<file path="config.mk">
export PLATFORM = sky130hd
export DESIGN_NAME = seq_detector_110110_overlap
export DESIGN_NICKNAME = d
export VERILOG_FILES = /design/src/rtl/seq_detector_110110_overlap.sv
export SDC_FILE = /design/constraint.sdc
export NUM_CORES = 1
export LEC_CHECK = 0
export CORE_AREA = 2 2 39 41
export DETAILED_ROUTE_END_ITERATION = 7
export DIE_AREA = 0 0 41 43
export GPL_TIMING_DRIVEN = 1
export RECOVER_POWER = 50
export SYNTH_ARGS = -nofsm -noshare
export SYNTH_HDL_FRONTEND = slang
export SYNTH_SLANG_ARGS = --single-unit
</file>
<file path="constraint.sdc">
create_clock -name clk -period 1.29 [get_ports clk]
set_input_delay 0.387 -clock clk [delete_from_list [all_inputs] [get_ports clk]]
set_output_delay 0.387 -clock clk [all_outputs]
set_load 0.01 [all_outputs]
</file>
<file path="src/rtl/seq_detector_110110_overlap.sv">
// Mealy detector for the serial pattern 1,1,0,1,1,0 with overlapping matches.
// detect is combinational from the current state and the bit on `in`.
module seq_detector_110110_overlap (
   input  logic clk,
   input  logic rst_n,
   input  logic in,
   output logic detect
);

   // Each state names the longest suffix of the stream that is a prefix of 110110
   typedef enum logic [2:0] {
      S0 = 3'd0,
      S1 = 3'd1,
      S2 = 3'd2,
      S3 = 3'd3,
      S4 = 3'd4,
      S5 = 3'd5
   } state_t;

   state_t state_r;
   state_t next_s;

   // State register with asynchronous return to S0
   always_ff @(posedge clk or negedge rst_n) begin
      if (!rst_n) begin
         state_r <= S0;
      end else begin
         state_r <= next_s;
      end
   end

   // Next-state and Mealy output; unused encodings fall back to S0
   always_comb begin
      next_s = S0;
      detect = 1'b0;
      case (state_r)
         S0: begin
            if (in) next_s = S1;
            else    next_s = S0;
         end
         S1: begin
            if (in) next_s = S2;
            else    next_s = S0;
         end
         S2: begin
            if (in) next_s = S2;
            else    next_s = S3;
         end
         S3: begin
            if (in) next_s = S4;
            else    next_s = S0;
         end
         S4: begin
            if (in) next_s = S5;
            else    next_s = S0;
         end
         S5: begin
            // On a match the trailing "110" seeds the next occurrence
            if (in) begin
               next_s = S2;
            end else begin
               next_s = S3;
               detect = 1'b1;
            end
         end
         default: begin
            next_s = S0;
            detect = 1'b0;
         end
      endcase
   end

endmodule

</file>
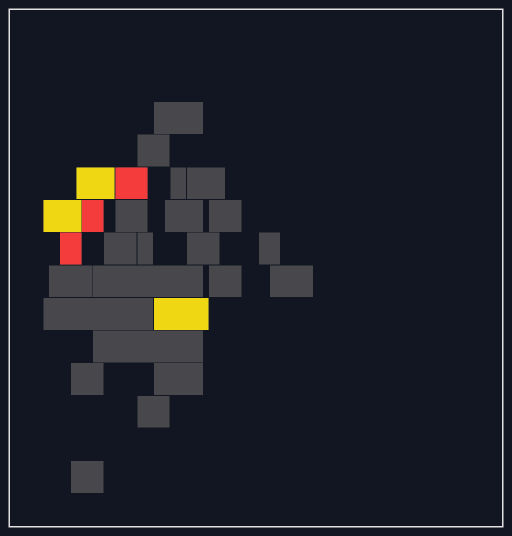
Run 1: logic cells by family
Drawn at 12 px/µm.
AND and OR gates: marked yellow, cells 3, most used or3b_1. inverting AOI/OAI gates: marked red, cells 3.

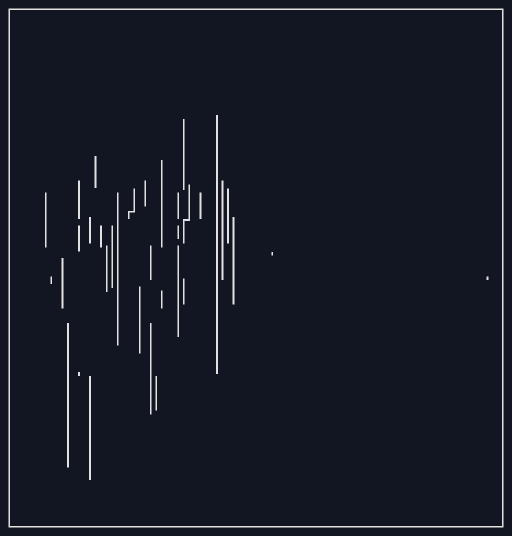
Run 1: signal wires on met2
Drawn at 12 px/µm.
27 nets have wire on it. The longest straight run is 21.4 µm. The layer holds 42% of the routed length.

==> flow_summary.ini, run 1 <==
; generated from flow reports
[yosys]
syn-instance-count = 13
ys_area_um2 = 151
ys_cells = 13

[run_status]
outcome = finished with violations
violations = setup timing

[placed_design]
hpwl_um = 238
gp_congestion = 0.735
place_ws_ns = -0.761

[sta]
setup_viol = 1
fin_ws_ns = -0.103
slew_violations = 0

[drt]
met1_length_um = 169
antenna_left = 0
wire_per_inst_um = 8.98
via_count = 163

[global_routing]
antenna_found_initial = 0
grt_pass1_wl_um = 683
grt_overflow = 0

[cts]
clock_latency_ns = 0.23
cts.sinks = 3
tritoncts = yes
path_clk_slew_ns = 0.04

[power]
power_density_mw_per_mm2 = 1950

[layout]
n_antenna_cell = 0
syn_to_final_growth_pct = 86.8

[floorplan]
die-area_mm2 = 0.00176
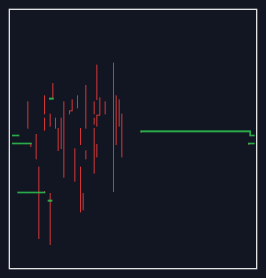
Run 1: metal layers overlaid
Drawn at 6 px/µm. Only two layers are drawn.
metal 3: marked green, wire length 29.0 µm. metal 2: marked red, wire length 161 µm.

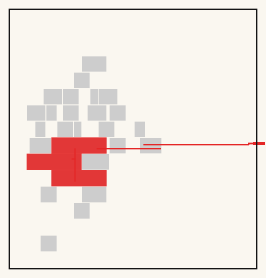
Run 1: wires at chosen ports, followed through buffers
Drawn at 6 px/µm.
rst_n: marked red, bits 1, direction input, end cells 3, buffers 1, wire 34.9 µm.

## run 1: report_power, final
part | internal [W] | switching, W
Sequential | 0.000130 | 0.0000142
Combinational | 0.000149 | 0.0000904
Clock | 0.000116 | 0.0000521
## run 1: layout make-up
cell class	count	area, µm²
Clock buffer	4	26.3
Timing Repair Buffer	10	85.1
Sequential cell	3	75.1
Fill cell	152	1100
Multi-Input combinational cell	10	76.3
Tap cell	16	20.0
## run 1: worst max-delay path: cells and delay by family, from the launching register on
kind	cells	cell delay (ns)
flip-flops	1	0.36
AND/OR/NAND/NOR	1	0.27
buffers and inverters	1	0.14
## run 1: synthesized netlist by cell type
master / number
nor2_1: 1
o21ai_0: 1
or3b_1: 2
a211o_1: 1
dfrtp_1: 3
nand3b_1: 1
nor4b_1: 1
o21ai_1: 1
and4bb_1: 1
a21boi_1: 1
## run 1: stage by stage
stage               utilization [%]  power (W)
global placement               16.7   0.000323
floorplan                         -   0.000239
finish                         20.4   0.000552
CTS                            19.3   0.000521
global route                   20.4   0.000603
detailed placement             16.7   0.000325
## run 1: worst max-delay path by stage
stage / start / end / depth (start not counted)
6_report: state_r[1] / detect / 2
3_5_place_dp: in / detect / 3
4_1_cts: state_r[1] / detect / 2
3_3_place_gp: in / detect / 3
5_1_grt: state_r[1] / detect / 2
2_1_floorplan: state_r[1] / detect / 1
## run 1: cell usage in the layout, fill, tap and decap left out
master	count
nor4b_1	1
buf_6	2
and4bb_1	1
buf_2	1
clkdlybuf4s15_1	1
a21boi_1	1
clkbuf_1	1
or3b_1	2
a211o_1	1
o21ai_1	1
dfrtp_1	3
dlygate4sd3_1	1
nor2_1	1
o21ai_0	1
buf_4	5
clkbuf_4	3
nand3b_1	1
## run 1: cell families after synthesis
group,synth area share (%)
and+or+nand+nor,33.1
DFF,49.6
AOI/OAI and AO/OA,17.4
## run 1: per-layer routing
layer  GRT usage (%)  up-vias
met1            6.47       74
met5               0        -
met4            12.0        0
li1                -       79
met3            2.09        4
met2            7.81        6
## run 1: timing repair
action / 4_1_cts / 5_1_grt
endpoints found under the setup margin: 1 / 1
setup buffers: 2 / 1
hold buffers: 0 / 0
resized: 6 / 2
pin swaps: 1 / 3
==> run 1 -> run 2 <==
Settings changed: PLACE_DENSITY set to 0.3.
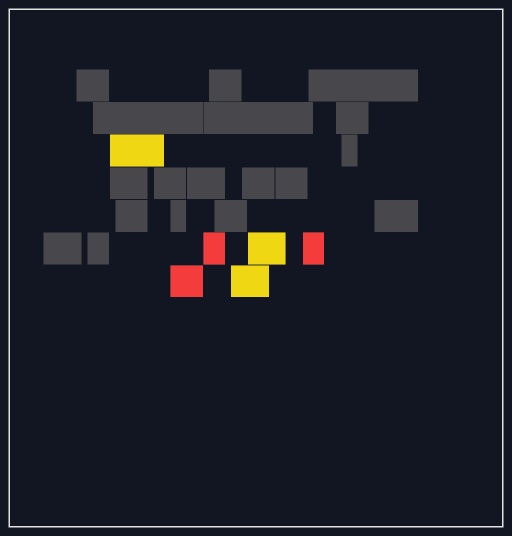
Run 2: logic cells by family
Drawn at 12 px/µm.
inverting AOI/OAI gates: marked red, cells 3. AND and OR gates: marked yellow, cells 3, most used or3b_1.

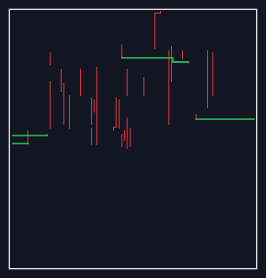
Run 2: metal layers overlaid
Drawn at 6 px/µm. Only two layers are drawn.
metal 3: marked green, wire length 29.6 µm. metal 2: marked red, wire length 131 µm.

==> run 2 against run 1 <==
  * The flow still finishes with violations (setup timing)
  * Clock skew up 0.0010 ns
  * Global-route usage down 0.32 points
  * Sequential share of layout area rose by 3.3 points
  * Largest cell class is now multi-input combinational cells
  * First-iteration DRC count down 83%
  * Critical path type is now input pin to output port
  * Highest routed layer is now met3
  * Combinational power shrank 26%
  * Routed wire length is 6.7% lower
==> flow_summary.ini, run 2 <==
; generated from flow reports
[run_status]
outcome = finished with violations
violations = setup timing

[sta]
slew_violations = 0
setup_viol = 1
fin_ws_ns = -0.145

[global_routing]
grt_overflow = 0
grt_pass1_wl_um = 669
antenna_found_initial = 0

[placed_design]
hpwl_um = 283
gp_congestion = 0.639

[cts]
tritoncts = yes
post_cts_buffers = 0

[drt]
antenna_left = 0
wire_per_inst_um = 9.00

[layout]
layout_top_cells = buf_4 (4), clkbuf_4 (3), dfrtp_1 (3)
syn_to_final_growth_pct = 66.1

[yosys]
synth-main-ff-cell = dfrtp_1
synth_dominant_cell_count = dfrtp_1
ys_cells = 13
edf_count = 0
syn-instance-count = 13

[power]
power_density_mw_per_mm2 = 1940

[worst_setup_path]
critical_path.top_delay_family = buffers and inverters

[floorplan]
die-area_mm2 = 0.00176
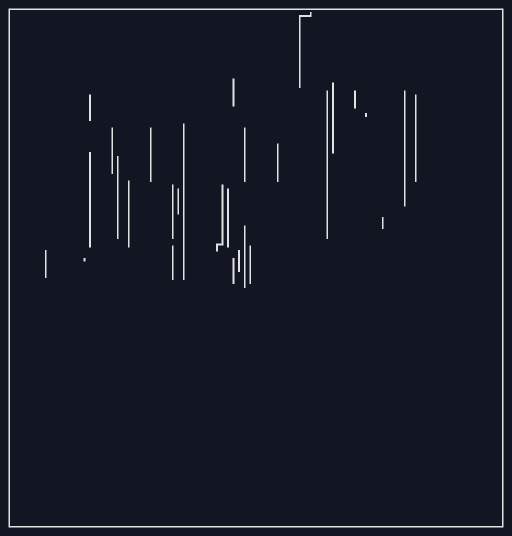
Run 2: signal wires on met2
Drawn at 12 px/µm.
22 nets have wire on it. The layer carries 131 µm of wire.

==> run 2: cell counts after synthesis <==
No cell type changed its count.
==> run 2: repair_timing <==
| item | CTS | global route |
|---|---|---|
| endpoints found under the setup margin | 1 | 1 |
| pin swaps | 1 | 1 |
| resized | 5 | 0 |
| hold buffers | 0 | 0 |
==> run 2: cell type report <==
| class | instances | area (µm²) |
|---|---|---|
| clock buffer | 4 | 26.3 |
| fill | 158 | 1130 |
| multi-input combinational | 10 | 76.3 |
| sequential | 3 | 75.1 |
| tap | 16 | 20.0 |
| timing repair buffer | 7 | 53.8 |
==> run 2: cells by family after synthesis <==
| logic type | count (synthesis) | synth area share, % |
|---|---|---|
| simple gates | 6 | 33.1 |
| compound gates | 4 | 17.4 |
| flops | 3 | 49.6 |
==> run 2: worst paths after layout <==
| kind | startpoint | to | slack [ns] | cells past startpoint |
|---|---|---|---|---|
| max in group asynchronous | rst_n | state_r[0] | 0.73 | 1 |
| max | in | detect | -0.15 | 3 |
| min in group clk | state_r[1] | state_r[1] | 0.60 | 2 |
| min | rst_n | state_r[1] | 0.41 | 1 |
| min reg2reg | state_r[1] | state_r[1] | 0.60 | 2 |
| max reg2reg | state_r[1] | state_r[2] | 0.15 | 3 |
==> run 2: through the flow <==
step	setup slack, ns	cell area, µm²	utilization (%)	power (W)	hold WS [ns]
global placement	-0.751	231	16.7	0.000329	0.589
finish	-0.145	251	18.2	0.000489	0.410
CTS	-0.157	251	18.2	0.000500	0.345
floorplan	0.188	151	-	0.000239	0.0914
detailed placement	-0.742	231	16.7	0.000331	0.588
global route	-0.189	251	18.2	0.000552	0.405
==> run 2: power by group <==
group          switching, W  leakage, nW  internal [W]
Combinational     0.0000765       0.0635      0.000100
Clock             0.0000474       0.0150      0.000116
Sequential        0.0000185       0.0391      0.000130
Total              0.000142        0.118      0.000347
==> run 2: metal layers <==
layer  track usage (%)  wire length (µm)  vias to the layer above
li1                  -                 -                       72
met1              8.33               200                       61
met2              6.25               131                        5
met3              7.85                29                        0
met4              2.00                 0                        0
met5                 0                 0                        -
==> run 2: worst register-to-register path: stages (launching register included) <==
cell and delay [ns]:
dfrtp_1 0.38, buf_4 0.15, or3b_1 0.37, a21boi_1 0.16
==> run 2 -> run 3 <==
Settings changed: REMOVE_ABC_BUFFERS set to 1.
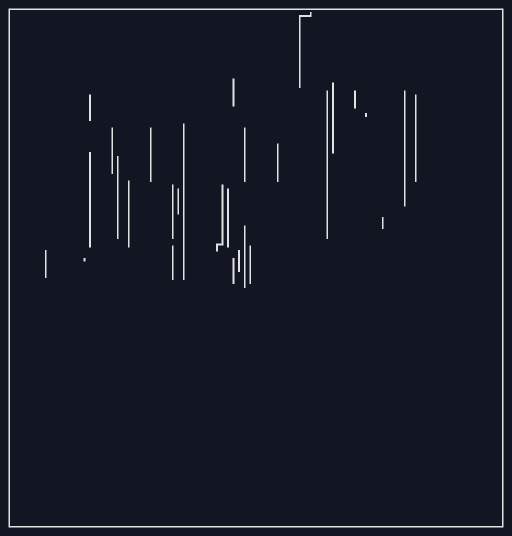
Run 3: signal wires on met2
Drawn at 12 px/µm.
The layer holds 36% of the routed length. The layer carries 131 µm of wire.

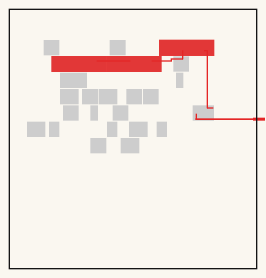
Run 3: wires at chosen ports, followed through buffers
Drawn at 6 px/µm.
rst_n: marked red, bits 1, direction input, end cells 3, buffers 1, wire 33.6 µm.

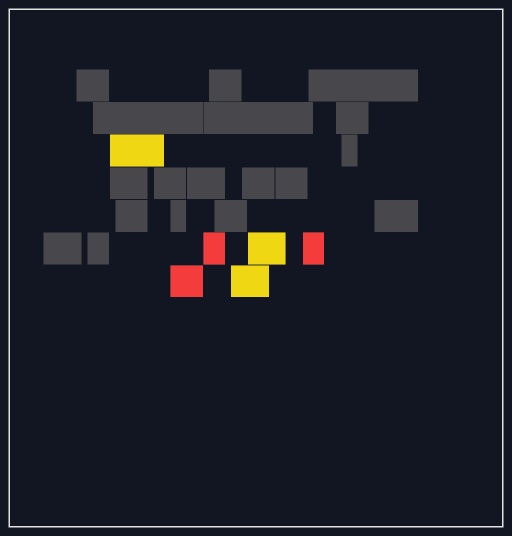
Run 3: logic cells by family
Drawn at 12 px/µm.
AND and OR gates: marked yellow, cells 3, most used or3b_1. inverting AOI/OAI gates: marked red, cells 3.

==> run 3 against run 2 <==
  * The flow still finishes with violations (setup timing)
  * Setup slack is the same
  * Maximum frequency is the same
  * Flip-flop count is the same
  * Total power is the same
  * Clock power is essentially flat
  * Area after synthesis is the same
  * Combinational power is essentially flat
  * Via count is the same
  * Register-to-register slack is essentially flat
  * Cell area is the same
  * Critical endpoint unchanged
  * Largest cell class unchanged
==> flow_summary.ini, run 3 <==
; generated from flow reports
[run_status]
outcome = finished with violations
violations = setup timing

[flow_run]
warning_count = 27

[cts]
ctsHoldBuffers = 0
path_clk_slew_ns = 0.04
cts.sinks = 3
clock_latency_ns = 0.23
tritoncts = yes

[drt]
antenna_left = 0
drt-vias-per-instance = 3.45
wire_per_inst_um = 9.00
drc = 0
via_count = 138

[layout]
layout_top_cells = buf_4 (4), clkbuf_4 (3), dfrtp_1 (3)
flop_area_um2 = 75.1
logic_area_um2 = 76.3
final_common_cell = buf_4
n_antenna_cell = 0
syn_to_final_growth_pct = 66.1
num-fill-cells = 158

[worst_setup_path]
ff2ff_path_depth = 3
rr_startpoint = state_r[1]
r2r-end = state_r[2]
rrSetupSlack_ns = 0.15

[yosys]
ys_area_um2 = 151
edf_count = 0
ys_cells = 13
async_flop_share_pct = 100
netlist_top_cells_count = dfrtp_1 (3), or3b_1 (2)
synth_dominant_cell_count = dfrtp_1
syn-instance-count = 13

[global_routing]
busiest_layer = met1
met1_usage_pct = 8.33
grt_pass1_wl_um = 669
antenna_found_initial = 0
grtUsageMet2_pct = 6.25

[sta]
fin_ws_ns = -0.145
setup_viol = 1

[power]
power_density_mw_per_mm2 = 1940

[placed_design]
place_ws_ns = -0.742
hpwl_um = 283

[floorplan]
die-area_mm2 = 0.00176
[run 3: cell counts in the layout (fill, tap and decap cells not counted)]
No cell type changed its count.
[run 3: cell families (layout without fill, tap and decap cells)]
group,Yosys count,in the layout,synth area share [%]
AND-OR/OR-AND,4,4,17.4
buffers and inverters,0,11,0
flip-flops,3,3,49.6
AND/OR/NAND/NOR,6,6,33.1
[run 3: final cells by class]
cell class	instances	share of cell area, %
Multi-Input combinational cell	10	30.3
Sequential cell	3	29.9
Timing Repair Buffer	7	21.4
Clock buffer	4	10.4
Tap cell	16	7.96
[run 3: what timing repair did]
item / 4_1_cts / 5_1_grt
setup buffers: 0 / 0
endpoints found under the setup margin: 1 / 1
resized: 5 / 0
pin swaps: 1 / 1
[run 3: worst max path at each step]
| stage | end | cells after the start | start |
|---|---|---|---|
| floorplan | detect | 1 | state_r[1] |
| global placement | detect | 3 | in |
| detailed placement | detect | 3 | in |
| CTS | detect | 2 | state_r[1] |
| global route | detect | 2 | state_r[1] |
| finish | detect | 3 | in |
[run 3: layer usage]
metal,up-vias,routed length (µm)
met5,-,0
met2,5,131
met4,0,0
met3,0,29
li1,72,-
met1,61,200
[run 3: power breakdown]
group | internal, W | switching (W)
registers | 0.000130 | 0.0000185
logic | 0.000100 | 0.0000765
clock network | 0.000116 | 0.0000474
[run 3: stage by stage]
stage	utilization, %	instance area, µm²	total power [W]	cells
floorplan	-	151	0.000239	13
global placement	16.7	231	0.000329	36
detailed placement	16.7	231	0.000331	36
CTS	18.2	251	0.000500	40
global route	18.2	251	0.000552	40
finish	18.2	251	0.000489	40
[run 3: worst max-delay path, delay by kind of cell]
kind	cells	cell delay [ns]
and+or+nand+nor	1	0.29
buffers and inverters	2	0.38
Power figures rest on the tool's default switching activity, not on a simulated workload.
